run_1/clock_nets.png
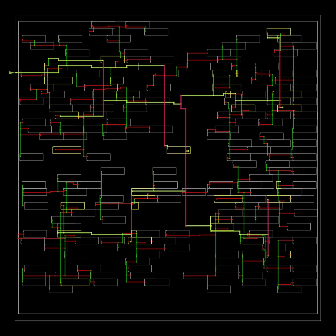
run_1/pinout.png
Pins as bars across the die edge, other pins in gray.
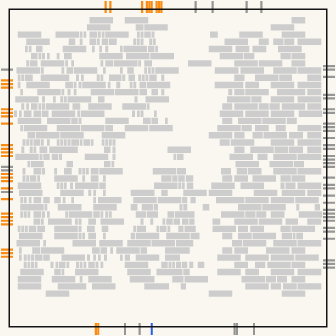
run_1/gates.png
Bar = 20 um.
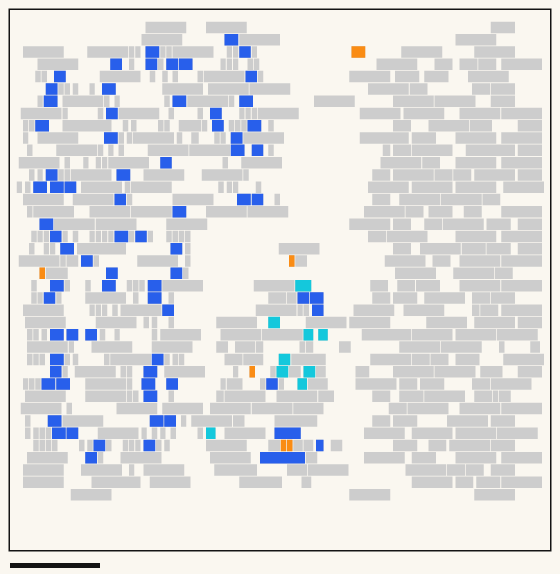
### src/rtl/spi_minion_if.sv
// Bundles the SPI pins and both val/rdy message channels of spi_minion.
// Ports: spi_ifc_cs/sclk/mosi/miso (SPI pins), recv_* (core -> MISO words),
//        send_* (MOSI words -> core), overflow/underflow (status pulses).
// The slave modport is the minion's view; the master modport is the core/master side.
interface spi_minion_if #(
  parameter int nbits = 34
);
  logic             spi_ifc_cs;
  logic             spi_ifc_sclk;
  logic             spi_ifc_mosi;
  logic             spi_ifc_miso;
  logic             recv_val;
  logic             recv_rdy;
  logic [nbits-1:0] recv_msg;
  logic             send_val;
  logic             send_rdy;
  logic [nbits-1:0] send_msg;
  logic             overflow;
  logic             underflow;

  modport slave (
    input  spi_ifc_cs, spi_ifc_sclk, spi_ifc_mosi, recv_val, recv_msg, send_rdy,
    output spi_ifc_miso, recv_rdy, send_val, send_msg, overflow, underflow
  );

  modport master (
    output spi_ifc_cs, spi_ifc_sclk, spi_ifc_mosi, recv_val, recv_msg, send_rdy,
    input  spi_ifc_miso, recv_rdy, send_val, send_msg, overflow, underflow
  );
endinterface

### src/rtl/spi_minion.sv
// SPI mode-0 minion: deserialises MOSI into nbits-wide words for the core and
// serialises core words onto MISO; one word of buffering in each direction.
// Ports: clk, reset (async, active high), ifc (spi_minion_if.slave: SPI pins,
//        recv_* TX word input, send_* RX word output, overflow/underflow pulses).
// All SPI pins are asynchronous to clk: pin-to-event latency is 3 clk, so the
// master must run sclk at most clk/8 and wait >= 4 clk from CS low to first rise.
module spi_minion #(
  parameter int nbits    = 34,
  parameter int logBitsN = $clog2(nbits) + 1
) (
  input logic         clk,
  input logic         reset,
  spi_minion_if.slave ifc
);

  typedef enum logic {IDLE, ACTIVE} state_t;

  state_t              state;
  // [0],[1]: two-flop synchroniser; [2]: delay flop for edge detection
  logic [2:0]          cs_sync;
  logic [2:0]          sclk_sync;
  logic [2:0]          mosi_sync;
  logic                cs_fall;
  logic                cs_rise;
  logic                sclk_rise;
  logic                sclk_fall;
  logic [nbits-1:0]    tx_buf;
  logic                tx_buf_val;
  logic [nbits-1:0]    tx_shift;
  logic [nbits-1:0]    rx_shift;
  logic [logBitsN-1:0] bit_cnt;

  assign cs_fall   = ~cs_sync[1] &  cs_sync[2];
  assign cs_rise   =  cs_sync[1] & ~cs_sync[2];
  assign sclk_rise =  sclk_sync[1] & ~sclk_sync[2];
  assign sclk_fall = ~sclk_sync[1] &  sclk_sync[2];

  assign ifc.recv_rdy = ~tx_buf_val;

  always_ff @(posedge clk or posedge reset) begin
    if (reset) begin
      cs_sync   <= 3'b111;
      sclk_sync <= 3'b000;
      mosi_sync <= 3'b000;
    end else begin
      cs_sync   <= {cs_sync[1:0],   ifc.spi_ifc_cs};
      sclk_sync <= {sclk_sync[1:0], ifc.spi_ifc_sclk};
      mosi_sync <= {mosi_sync[1:0], ifc.spi_ifc_mosi};
    end
  end

  always_ff @(posedge clk or posedge reset) begin
    if (reset) begin
      state         <= IDLE;
      tx_buf        <= '0;
      tx_buf_val    <= 1'b0;
      tx_shift      <= '0;
      rx_shift      <= '0;
      bit_cnt       <= '0;
      ifc.spi_ifc_miso <= 1'b0;
      ifc.send_val  <= 1'b0;
      ifc.send_msg  <= '0;
      ifc.overflow  <= 1'b0;
      ifc.underflow <= 1'b0;
    end else begin
      ifc.overflow  <= 1'b0;
      ifc.underflow <= 1'b0;

      // Default TX buffer capture; a bypass on cs_fall below overrides it.
      if (ifc.recv_val && !tx_buf_val) begin
        tx_buf     <= ifc.recv_msg;
        tx_buf_val <= 1'b1;
      end

      if (ifc.send_val && ifc.send_rdy) begin
        ifc.send_val <= 1'b0;
      end

      case (state)
        IDLE: begin
          if (cs_fall) begin
            state   <= ACTIVE;
            bit_cnt <= '0;
            // MISO is loaded together with the shifter so the MSB is on the
            // pin well before the master's first sampling edge.
            if (tx_buf_val) begin
              tx_shift         <= tx_buf;
              ifc.spi_ifc_miso <= tx_buf[nbits-1];
              tx_buf_val       <= 1'b0;
            end else if (ifc.recv_val) begin
              // Same-cycle offer goes straight to the shifter; buffer stays empty.
              tx_shift         <= ifc.recv_msg;
              ifc.spi_ifc_miso <= ifc.recv_msg[nbits-1];
              tx_buf_val       <= 1'b0;
            end else begin
              tx_shift         <= '0;
              ifc.spi_ifc_miso <= 1'b0;
              ifc.underflow    <= 1'b1;
            end
          end
        end

        ACTIVE: begin
          if (cs_rise) begin
            // A sclk edge coinciding with cs_rise is deliberately dropped.
            state <= IDLE;
            if (bit_cnt == logBitsN'(nbits)) begin
              // A handshake completing this cycle frees the register in time.
              if (!ifc.send_val || ifc.send_rdy) begin
                ifc.send_msg <= rx_shift;
                ifc.send_val <= 1'b1;
              end else begin
                ifc.overflow <= 1'b1;
              end
            end
          end else begin
            if (sclk_rise) begin
              rx_shift <= {rx_shift[nbits-2:0], mosi_sync[2]};
              // Saturate one past nbits so long frames never alias to nbits.
              if (bit_cnt != logBitsN'(nbits + 1)) begin
                bit_cnt <= bit_cnt + logBitsN'(1);
              end
            end
            if (sclk_fall) begin
              tx_shift         <= {tx_shift[nbits-2:0], 1'b0};
              ifc.spi_ifc_miso <= tx_shift[nbits-2];
            end
          end
        end

        default: state <= IDLE;
      endcase
    end
  end

endmodule

### src/flat_wrapper.sv
// flat-port wrapper written by rule: the top's interface ports become plain ports
module spi_minion_flat 
#(
  parameter int nbits    = 34,
  parameter int logBitsN = $clog2(nbits) + 1
)
  (clk, reset, ifc_spi_ifc_cs, ifc_spi_ifc_sclk, ifc_spi_ifc_mosi, ifc_recv_val, ifc_recv_msg, ifc_send_rdy, ifc_spi_ifc_miso, ifc_recv_rdy, ifc_send_val, ifc_send_msg, ifc_overflow, ifc_underflow);
  spi_minion_if #(.nbits(nbits)) ifc_i ();
  input logic clk;
  input logic reset;
  input wire logic [$bits(ifc_i.spi_ifc_cs)-1:0] ifc_spi_ifc_cs;
  input wire logic [$bits(ifc_i.spi_ifc_sclk)-1:0] ifc_spi_ifc_sclk;
  input wire logic [$bits(ifc_i.spi_ifc_mosi)-1:0] ifc_spi_ifc_mosi;
  input wire logic [$bits(ifc_i.recv_val)-1:0] ifc_recv_val;
  input wire logic [$bits(ifc_i.recv_msg)-1:0] ifc_recv_msg;
  input wire logic [$bits(ifc_i.send_rdy)-1:0] ifc_send_rdy;
  output wire logic [$bits(ifc_i.spi_ifc_miso)-1:0] ifc_spi_ifc_miso;
  output wire logic [$bits(ifc_i.recv_rdy)-1:0] ifc_recv_rdy;
  output wire logic [$bits(ifc_i.send_val)-1:0] ifc_send_val;
  output wire logic [$bits(ifc_i.send_msg)-1:0] ifc_send_msg;
  output wire logic [$bits(ifc_i.overflow)-1:0] ifc_overflow;
  output wire logic [$bits(ifc_i.underflow)-1:0] ifc_underflow;
  assign ifc_i.spi_ifc_cs = ifc_spi_ifc_cs;
  assign ifc_i.spi_ifc_sclk = ifc_spi_ifc_sclk;
  assign ifc_i.spi_ifc_mosi = ifc_spi_ifc_mosi;
  assign ifc_i.recv_val = ifc_recv_val;
  assign ifc_i.recv_msg = ifc_recv_msg;
  assign ifc_i.send_rdy = ifc_send_rdy;
  assign ifc_spi_ifc_miso = ifc_i.spi_ifc_miso;
  assign ifc_recv_rdy = ifc_i.recv_rdy;
  assign ifc_send_val = ifc_i.send_val;
  assign ifc_send_msg = ifc_i.send_msg;
  assign ifc_overflow = ifc_i.overflow;
  assign ifc_underflow = ifc_i.underflow;
  spi_minion #(.nbits(nbits), .logBitsN(logBitsN)) u_core (.clk(clk), .reset(reset), .ifc(ifc_i));
endmodule
### config.mk
export PLATFORM = sky130hd
export DESIGN_NAME = spi_minion_flat
export DESIGN_NICKNAME = d
export VERILOG_FILES = /design/src/rtl/spi_minion_if.sv /design/src/rtl/spi_minion.sv /design/src/flat_wrapper.sv
export SDC_FILE = /design/constraint.sdc
export NUM_CORES = 1
export LEC_CHECK = 0
export CORE_MARGIN = 1
export CORE_UTILIZATION = 48
export DETAILED_ROUTE_END_ITERATION = 6
export DONT_BUFFER_PORTS = 1
export PLACE_DENSITY = 0.73
export SETUP_SLACK_MARGIN = 0.05
export SYNTH_ARGS = -nofsm -noshare
export SYNTH_HDL_FRONTEND = slang
export SYNTH_SLANG_ARGS = --single-unit
### constraint.sdc
create_clock -name clk -period 16.8 [get_ports clk]
set_input_delay 3.36 -clock clk [delete_from_list [all_inputs] [get_ports clk]]
set_output_delay 3.36 -clock clk [all_outputs]
set_load 0.1 [all_outputs]
==> qor.yml, run 1 <==
global_route:
  met1_usage_pct: 22.4
  grt_use_met3_pct: 7.90
  grt-ovfl-total: 0
  grt_start_max_net_pins: 86
  antenna_found_initial: 0
  grt_pass1_vias: 4227
  grt_util_all_layers_pct: 18.8
  grt_first_pass_wirelength_mm: 20.8
  groute.layer.met2.usage_pct: 30.1
  top_usage_layer: "met2"
yosys:
  asyncSetResetFlopFracSynth_pct: 100
  ys_dominant_reg_cell: "sky130_fd_sc_hd__dfrtp_1"
  yosys-dominant-comb-family: "multiplexers"
  synth.most_common_cell: "sky130_fd_sc_hd__dfrtp_1"
  synth-seq-area-share_pct: 59.4
  synth.mux.area_fraction_pct: 13.6
  synthAdderAreaFrac_pct: 0.378
  netlist_instances: 556
  synthDistinctLibCells: 38
  yosys_cell_count: 556
  edf_count: 0
  yosys.stat.chipArea_mm2: 0.00662
  synthesis.area_per_instance_um2: 11.9
  common_cells: "sky130_fd_sc_hd__dfrtp_1 (154), sky130_fd_sc_hd__nand2_1 (145), sky130_fd_sc_hd__mux2_2 (39)"
  mapped_cell_area_mm2: 0.00662
  ys_sh_aoi_pct: 9.81
  xor_xnor_area_share_pct: 0
  leading_cell_types_by_total_area_after_synthesis: "sky130_fd_sc_hd__dfrtp_1 (58%), sky130_fd_sc_hd__nand2_1 (8.2%), sky130_fd_sc_hd__mux2_4 (6.8%)"
  synthesis.yosys.warnings: 0
pwr:
  p_clk_share_pct: 40.6
  sequentialPower_mw: 0.497
  pwr-share-comb_pct: 12.6
  largest_voltage_drop_on_the_vdd_net_mv: 0.0816
  sw_frac_of_total_pct: 25.8
  p_int_mw: 0.787
  post-layout-total-power_mw: 1.06
  power_switching_mw: 0.274
  p_leak_nw: 3.56
  cellPowerDensity_mw_per_mm2: 144
route:
  met2_wire_length_mm: 6.01
  drt_first_iter_violations: 335
  routed_wire_length_per_instance_um: 16.8
  drt-total-wl_mm: 12.3
  vias_per_cell: 5.64
  vias: 4136
  detail_route.drc_violations: 0
  first_pass_iters: 4
  top_layer: "met4"
  postRouteAntennaNets: 0
  detailroute.wirelength.met3_um: 915
  met1Wirelength_mm: 5.13
clock_tree:
  tritoncts: "yes"
  post_cts_resize_count: 0
  hold_buffers: 0
  htreeDepth: 4
  clkLatencyLatePin_ps: 420
  cts_buffer_depth: 2
  clock-root-buffer: "sky130_fd_sc_hd__clkbuf_16"
setup_path:
  cp-endpoint: "ifc_recv_rdy"
  cp_slowest_cell: "sky130_fd_sc_hd__inv_1"
  crit_reg_reg_endpoint: "u_core.tx_buf[15]$_DFFE_PP0P_"
  critPathRequiredTime_ps: 13440
  reg2reg_slack_ps: 14010
  timing.critical_path.cells: "buf_4, inv_1"
  crit_fanout: 37
  critPathLaunch: "u_core.tx_buf_val$_DFF_PP0_"
  critical_path.n_buffers_inverters: 2
  worst_setup_path_end_kind: "primary output"
  logic_depth_of_the_worst_setup_path_including_buffers: 2
  worstSetupPathType: "flop to primary output"
worst_hold_path:
  hold-path-cell-count: 0
  hold_start: "u_core.mosi_sync[0]$_DFF_PP0_"
  worst_hold_path_type: "flop to flop"
  min_delay_worst_endpoint: "u_core.mosi_sync[1]$_DFF_PP0_"
sta:
  worst_clock_skew_ps: 5.65
  tightest_slew_ps: 1270
  timing.final.max_slew_violations: 0
  fmax_ghz: 0.197
  setup_viol: 0
  timing.final.ws_setup_ps: 11720
  totalNegativeSetupSlack_ps: 0
  min_period_ps: 5080
  min_period_over_period_pct: 30.3
  rsz_0062_raised_after_global_routing: "no"
cells_and_area:
  n_clock_buffer: 19
  post_route_cells_drive_above_1_share_pct: 22.4
  finalCoreUtilization_pct: 55.3
  invs_w_o_clock: 6
  final_layout_top_logic_cells: "sky130_fd_sc_hd__dfrtp_1 (154), sky130_fd_sc_hd__nand2_1 (145), sky130_fd_sc_hd__mux2_2 (39)"
  comb_area_mm2: 0.00247
  n_fill_cell: 1089
  largestRegisters: "u_core.ifc.send_msg (34), u_core.rx_shift (34), u_core.tx_buf (34)"
  final.signal_buffer_count: 8
  finalInstanceArea_mm2: 0.00738
  seq_area_share_pct: 53.3
  area_share_clock_buf_inv_pct: 9.07
  finish.net_count: 588
  n_antenna_cell: 0
  layout.sequential_cells: 157
  biggestCellCategory: "flip-flops and latches"
floorplan:
  top_level_ports: 80
  rows: 42
  floorplan.core_util_pct: 49.6
  core_area_mm2: 0.0133
  floorplan.die_area_mm2: 0.0143
  tapCellCount: 176
outcome:
  run_status: "complete, no violations"
place:
  place_area_mm2: 0.00671
  gp_routability_congestion: 0.782
  placedCellCount: 702
  pre_cts_slack_ps: 11860
  place.port_buffers: 0
  estimated_wirelength_of_the_detail_placed_design_mm: 7.48
job:
  warnings: 27
  max_cap_viol_count: 0
Notes on clock_nets.png above:
reported clock group power: 0.430 mW
CTS Buf Count: 17

Notes on pinout.png above:
port	color	pins	direction	edge
ifc_underflow	blue	1	output	south
ifc_recv_msg	orange	34	input	23 west, 9 north, 2 south
all pins by edge	32 east, 27 west, 13 north, 8 south
die boundary height: 119 um
die width: 119 um

Notes on gates.png above:
family	color	cells	most used
inv cells	orange	6	inv_1
aoi and oai cells	blue	75	o31ai_1
and/or cells	cyan	9	and2_1
non-filler cells, final: 733
logic share of the area: 33.5%
Top cell excl fill/tap: sky130_fd_sc_hd__dfrtp_1

run_1/layers.png
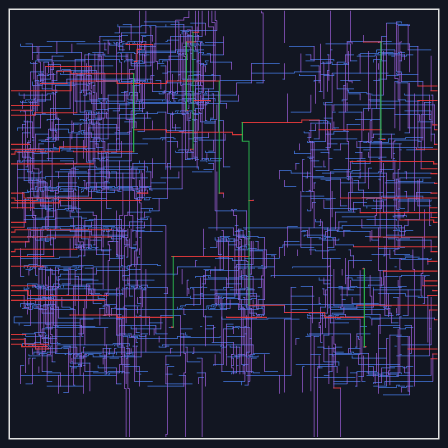

## Run 2: what changed since run 1
Clock period 16.8 ns to 5 ns, I/O delays scaled along.
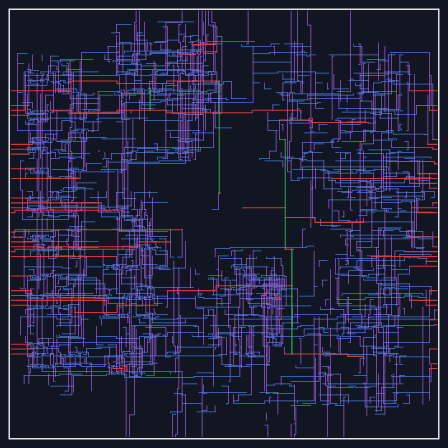
run_2/layers.png
layer	color	wire length
M1	blue	5080 um
M3	red	878 um
M4	green	97.2 um
M2	purple	5410 um

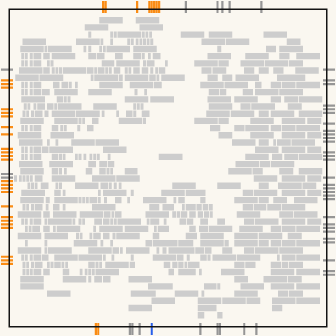
run_2/pinout.png
Pins as bars across the die edge, other pins in gray.
port	color	pins	direction	edge
ifc_recv_msg	orange	34	input	24 west, 8 north, 2 south
ifc_underflow	blue	1	output	south
Port Buffer Count: 0

==> qor.yml, run 2 <==
pwr:
  post-layout-total-power_mw: 3.30  # +210%
  p_clk_share_pct: 36.1  # -4.5 points
  power_switching_mw: 0.905  # +230%
  sequentialPower_mw: 1.67  # +240%
  pwr-share-comb_pct: 13.4  # +0.8 points
  powerClk_mw: 1.19  # +180%
  cellPowerDensity_mw_per_mm2: 453  # +220%
  largest_voltage_drop_on_the_vdd_net_mv: 0.288  # +250%
  p_int_mw: 2.40  # +200%
sta:
  rsz_0062_raised_after_global_routing: "no"
  setup_viol: 0  # unchanged
  totalNegativeSetupSlack_ps: 0  # unchanged
  timing.final.ws_setup_ps: 2260  # -9450 ps
  fmax_ghz: 0.365
  min_period_ps: 2740
yosys:
  synthesis.yosys.warnings: 0  # unchanged
  yosys_cell_count: 556  # unchanged
  synth.most_common_cell: "sky130_fd_sc_hd__dfrtp_1"
  yosys-dominant-comb-family: "multiplexers"
  synth-seq-area-share_pct: 59.4  # unchanged
  edf_count: 0  # unchanged
  leading_cell_types_by_total_area_after_synthesis: "sky130_fd_sc_hd__dfrtp_1 (58%), sky130_fd_sc_hd__nand2_1 (8.2%), sky130_fd_sc_hd__mux2_4 (6.8%)"
  synthesis.area_per_instance_um2: 11.9  # unchanged
  ys_sh_aoi_pct: 9.81  # unchanged
  synthAdderAreaFrac_pct: 0.378  # unchanged
  synth.mux.area_fraction_pct: 13.6  # unchanged
  asyncSetResetFlopFracSynth_pct: 100  # unchanged
  yosys.stat.chipArea_mm2: 0.00662  # unchanged
  common_cells: "sky130_fd_sc_hd__dfrtp_1 (154), sky130_fd_sc_hd__nand2_1 (145), sky130_fd_sc_hd__mux2_2 (39)"
  ys_dominant_reg_cell: "sky130_fd_sc_hd__dfrtp_1"
clock_tree:
  clkLatencyLatePin_ps: 410  # about the same
  cts_buffer_depth: 2  # unchanged
  tritoncts.num_buffers: 17  # unchanged
  clock-root-buffer: "sky130_fd_sc_hd__clkbuf_16"
  post_cts_resize_count: 0  # unchanged
floorplan:
  dieWidth_um: 119  # unchanged
  dieHeight_um: 119  # unchanged
  top_level_ports: 80  # unchanged
  floorplan.core_util_pct: 49.6  # unchanged
  rows: 42  # unchanged
  tapCellCount: 176  # unchanged
global_route:
  grt-ovfl-total: 0  # unchanged
  grt_pass1_vias: 4045  # -4.3%
  grt_first_pass_wirelength_mm: 19.6  # -5.8%
  grt_util_all_layers_pct: 17.4  # -1.4 points
  grt_use_met3_pct: 7.76  # -0.14 points
  groute.layer.met2.usage_pct: 27.2  # -3.0 points
  met1_usage_pct: 21.8  # -0.61 points
  top_usage_layer: "met2"
route:
  met2_wire_length_mm: 5.41  # -10%
  first_pass_iters: 4  # unchanged
  vias_per_cell: 5.41  # -4.2%
  vias: 3969  # -4.0%
  postRouteAntennaNets: 0  # unchanged
  detail_route.drc_violations: 0  # unchanged
  top_layer: "met4"
  met1Wirelength_mm: 5.08  # -1.1%
  detailroute.wirelength.met3_um: 878  # -4.0%
cells_and_area:
  finalCoreUtilization_pct: 54.5  # -0.77 points
  n_clock_buffer: 21  # +2
  finalInstanceArea_mm2: 0.00728  # -1.4%
  comb_area_mm2: 0.00247  # unchanged
  largestRegisters: "u_core.ifc.send_msg (34), u_core.rx_shift (34), u_core.tx_buf (34)"
  mostFrequentLayoutCell: "sky130_fd_sc_hd__dfrtp_1"
  layout.sequential_cells: 157  # unchanged
  biggestCellCategory: "flip-flops and latches"
  finish.net_count: 588  # unchanged
  area.share.combinational_pct: 34.0  # +0.47 points
  post_route_cells_drive_above_1_share_pct: 22.2  # -0.22 points
  n_fill_cell: 1131  # +3.9%
  n_antenna_cell: 0  # unchanged
  seq_area_share_pct: 54.0  # +0.75 points
worst_hold_path:
  min_delay_worst_endpoint: "u_core.mosi_sync[2]$_DFF_PP0_"
  hold_start: "u_core.mosi_sync[1]$_DFF_PP0_"
  worst_hold_path_type: "flop to flop"
place:
  place_area_mm2: 0.00673  # +0.17%
  estimated_wirelength_of_the_detail_placed_design_mm: 7.05  # -5.8%
  gp_routability_congestion: 0.722  # -7.7%
setup_path:
  worst_setup_path_end_kind: "flop"
  reg2reg_slack_ps: 2260  # -11750 ps
  critPathLaunch: "u_core.state$_DFF_PP0_"
  timing.critical_path.cells: "buf_4, and2_1, nand4_2, nor2b_4, buf_4, mux2_2"
  logic_depth_of_the_worst_setup_path_including_buffers: 6  # +4
  crit_reg_reg_endpoint: "u_core.ifc.send_msg[6]$_DFFE_PP0P_"
  cp-endpoint: "u_core.ifc.send_msg[6]$_DFFE_PP0P_"
  cp_slowest_cell: "sky130_fd_sc_hd__nor2b_4"
  crit_fanout: 46  # +24%
  critical_path.n_buffers_inverters: 2  # unchanged
outcome:
  run_status: "complete, no violations"
job:
  max_cap_viol_count: 0  # unchanged
run_2/clock_nets.png
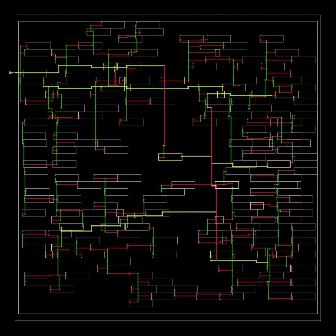

## Run 3: what changed since run 2
Settings changed: PLACE_DENSITY 0.73 to 0.75.
Clock period 5 ns to 2.25 ns, I/O delays scaled along.
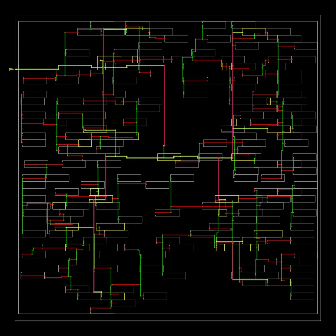
run_3/clock_nets.png
Clock Skews: 7.47 ps
clock buffers: 20
reported clock group power: 2.84 mW
sequential cell count of the final layout: 157

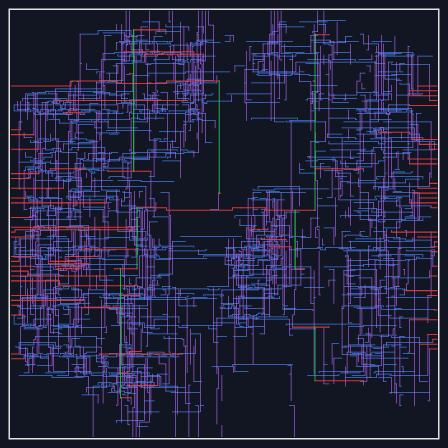
run_3/layers.png
layer	color	wire length
M4	green	204 um
M2	purple	5640 um
M1	blue	5160 um
M3	red	835 um
average wire per cell in the routed design: 15.9 um
all-layer global routing usage: 18.2%
via total after detailed routing: 4115

==> qor.yml, run 3 <==
setup_path:
  reg2reg_from: "u_core.cs_sync[1]$_DFF_PP1_"
  timing.critical_path.max_delay_family: "flip-flops"
  worstSetupStartpointType: "flop"
  reg2reg_slack_ps: 380  # -1880 ps
  cp-endpoint: "u_core.ifc.send_msg[6]$_DFFE_PP0P_"
  worst_setup_path_end_kind: "flop"
  crit_fanout: 27  # -41%
  critical_path.n_buffers_inverters: 1  # -1
  critical_path.max_stage_delay_ps: 580
  timing.critical_path.arrival_ps: 2180
  logic_depth_of_the_worst_setup_path_including_buffers: 5  # -1
  cp_slowest_cell: "sky130_fd_sc_hd__dfstp_2"
  timing.critical_path.cells: "nor2b_1, nand4_2, nor2b_4, buf_12, mux2_2"
  critPathLaunch: "u_core.cs_sync[1]$_DFF_PP1_"
  critPathRequiredTime_ps: 2560
  crit_reg_reg_endpoint: "u_core.ifc.send_msg[6]$_DFFE_PP0P_"
  worstSetupPathType: "flop to flop"
  worst-r2r-cell-count: 5
yosys:
  asyncSetResetFlopFracSynth_pct: 100  # unchanged
  synth.most_common_cell: "sky130_fd_sc_hd__dfrtp_1"
  ys.flops: 157
  yosys_cell_count: 556  # unchanged
  synthesis.yosys.warnings: 0  # unchanged
  ys_sh_aoi_pct: 9.81  # unchanged
  synthDominantCellAreaShare_pct: 58.2
  edf_count: 0  # unchanged
  netlist_instances: 556
  ys_dominant_reg_cell: "sky130_fd_sc_hd__dfrtp_1"
  leading_cell_types_by_total_area_after_synthesis: "sky130_fd_sc_hd__dfrtp_1 (58%), sky130_fd_sc_hd__nand2_1 (8.2%), sky130_fd_sc_hd__mux2_4 (6.8%)"
  xor_xnor_area_share_pct: 0
  synth-seq-area-share_pct: 59.4  # unchanged
  synthAdderAreaFrac_pct: 0.378  # unchanged
  simple_share_synth_pct: 13.2
  yosys.stat.chipArea_mm2: 0.00662  # unchanged
  synthesis.area_per_instance_um2: 11.9  # unchanged
  synthDistinctLibCells: 38
  synthDominantAreaCellType: "sky130_fd_sc_hd__dfrtp_1"
  mapped_cell_area_mm2: 0.00662
  yosys-dominant-comb-family: "multiplexers"
  synth.mux.area_fraction_pct: 13.6  # unchanged
  common_cells: "sky130_fd_sc_hd__dfrtp_1 (154), sky130_fd_sc_hd__nand2_1 (145), sky130_fd_sc_hd__mux2_2 (39)"
  synth.net_count: 599
sta:
  tightest_slew_ps: 953
  min_period_over_period_pct: 83.3
  rsz_0062_raised_after_global_routing: "no"
  timing.max_slew.rel_slack_pct: 36.4
  hold_viol_final: 0
  fin_worst_hold_slack_ps: 40.7
  totalNegativeSetupSlack_ps: 0  # unchanged
  timing.final.max_slew_violations: 0
  min_period_ps: 1870  # -865 ps
  setup_viol: 0  # unchanged
  fmax_ghz: 0.534  # +46%
  timing.final.ws_setup_ps: 376  # -1880 ps
clock_tree:
  path_clk_slew_ps: 60
  tritoncts: "yes"
  post_cts_resize_count: 0  # unchanged
  hold_buffers: 1
  cts_buffer_depth: 2  # unchanged
  cts.repair_timing.setup_buffer_count: 0
  clkLatencyLatePin_ps: 420  # about the same
  tritoncts.num_buffers: 17  # unchanged
  cts_sinks: 157
  clock-root-buffer: "sky130_fd_sc_hd__clkbuf_16"
  htreeDepth: 4
pwr:
  p_leak_nw: 3.59
  largest_voltage_drop_on_the_vdd_net_mv: 0.671  # +130%
  power.sequential.fraction_pct: 48.4
  post-layout-total-power_mw: 7.57  # +130%
  p_clk_share_pct: 37.5  # +1.4 points
  cellPowerDensity_mw_per_mm2: 1020  # +120%
  p_int_mw: 5.48  # +130%
  pwr.group.combinational_mw: 1.07
  pwr-share-comb_pct: 14.1  # +0.7 points
  sequentialPower_mw: 3.66  # +120%
  power_switching_mw: 2.09  # +130%
  sw_frac_of_total_pct: 27.6
  top_power_group: "registers"
global_route:
  grt-ovfl-total: 0  # unchanged
  groute.layer.met2.usage_pct: 28.4  # +1.2 points
  grt_start_max_net_pins: 85
  top_usage_layer: "met2"
  grt_pass1_vias: 4187  # +3.5%
  grt_first_pass_wirelength_mm: 20.3  # +3.7%
  met1_usage_pct: 23.1  # +1.3 points
  antenna_found_initial: 0
  grt_use_met3_pct: 5.46  # -2.3 points
floorplan:
  tapCellCount: 176  # unchanged
  floorplan.die_area_mm2: 0.0143
  dieHeight_um: 119  # unchanged
  core_area_mm2: 0.0133
  top_level_ports: 80  # unchanged
  rows: 42  # unchanged
  floorplan.core_util_pct: 49.6  # unchanged
  dieWidth_um: 119  # unchanged
cells_and_area:
  finalInstanceArea_mm2: 0.00744  # +2.3%
  post_layout_nonfiller_instances: 744
  nMultiInputCombCells: 355
  comb_area_mm2: 0.00247  # unchanged
  mostFrequentLayoutCell: "sky130_fd_sc_hd__dfrtp_1"
  area.share.combinational_pct: 33.2  # -0.75 points
  biggestCellCategory: "flip-flops and latches"
  finalCoreUtilization_pct: 55.8  # +1.2 points
  layout.area.seq_mm2: 0.00393
  n_antenna_cell: 0  # unchanged
  largestRegisters: "u_core.ifc.send_msg (34), u_core.rx_shift (34), u_core.tx_buf (34)"
  area.growth.synth_to_final_pct: 12.4
  final.signal_buffer_count: 18
  finish.net_count: 598  # +1.7%
  post_route_cells_drive_above_1_share_pct: 23.6  # +1.4 points
  invs_w_o_clock: 6
  n_fill_cell: 1108  # -2.0%
  area_share_clock_buf_inv_pct: 7.95
  signal_buffer_area_fraction_pct: 2.69
  final_layout_top_logic_cells: "sky130_fd_sc_hd__dfrtp_1 (154), sky130_fd_sc_hd__nand2_1 (145), sky130_fd_sc_hd__mux2_2 (39)"
  seq_area_share_pct: 52.8  # -1.2 points
route:
  vias_per_cell: 5.53  # +2.3%
  first_pass_iters: 4  # unchanged
  drt_first_iter_violations: 296
  drt-total-wl_mm: 11.8
  detail_route.drc_violations: 0  # unchanged
  postRouteAntennaNets: 0  # unchanged
  detailroute.wirelength.met3_um: 834  # -5.0%
  top_layer: "met4"
  met1Wirelength_mm: 5.16  # +1.7%
  met2_wire_length_mm: 5.64  # +4.2%
place:
  placedCellCount: 711
  place.port_buffers: 0  # unchanged
  gp_routability_congestion: 0.781  # +8.2%
  estimated_wirelength_of_the_detail_placed_design_mm: 7.76  # +10%
  pre_cts_slack_ps: 363
  place_area_mm2: 0.00684  # +1.7%
job:
  max_cap_viol_count: 0  # unchanged
  warnings: 28
outcome:
  run_status: "complete, no violations"
worst_hold_path:
  worst_hold_path_type: "input pin to async pin"
No activity file was given, so power comes from the tool's default toggle rates.
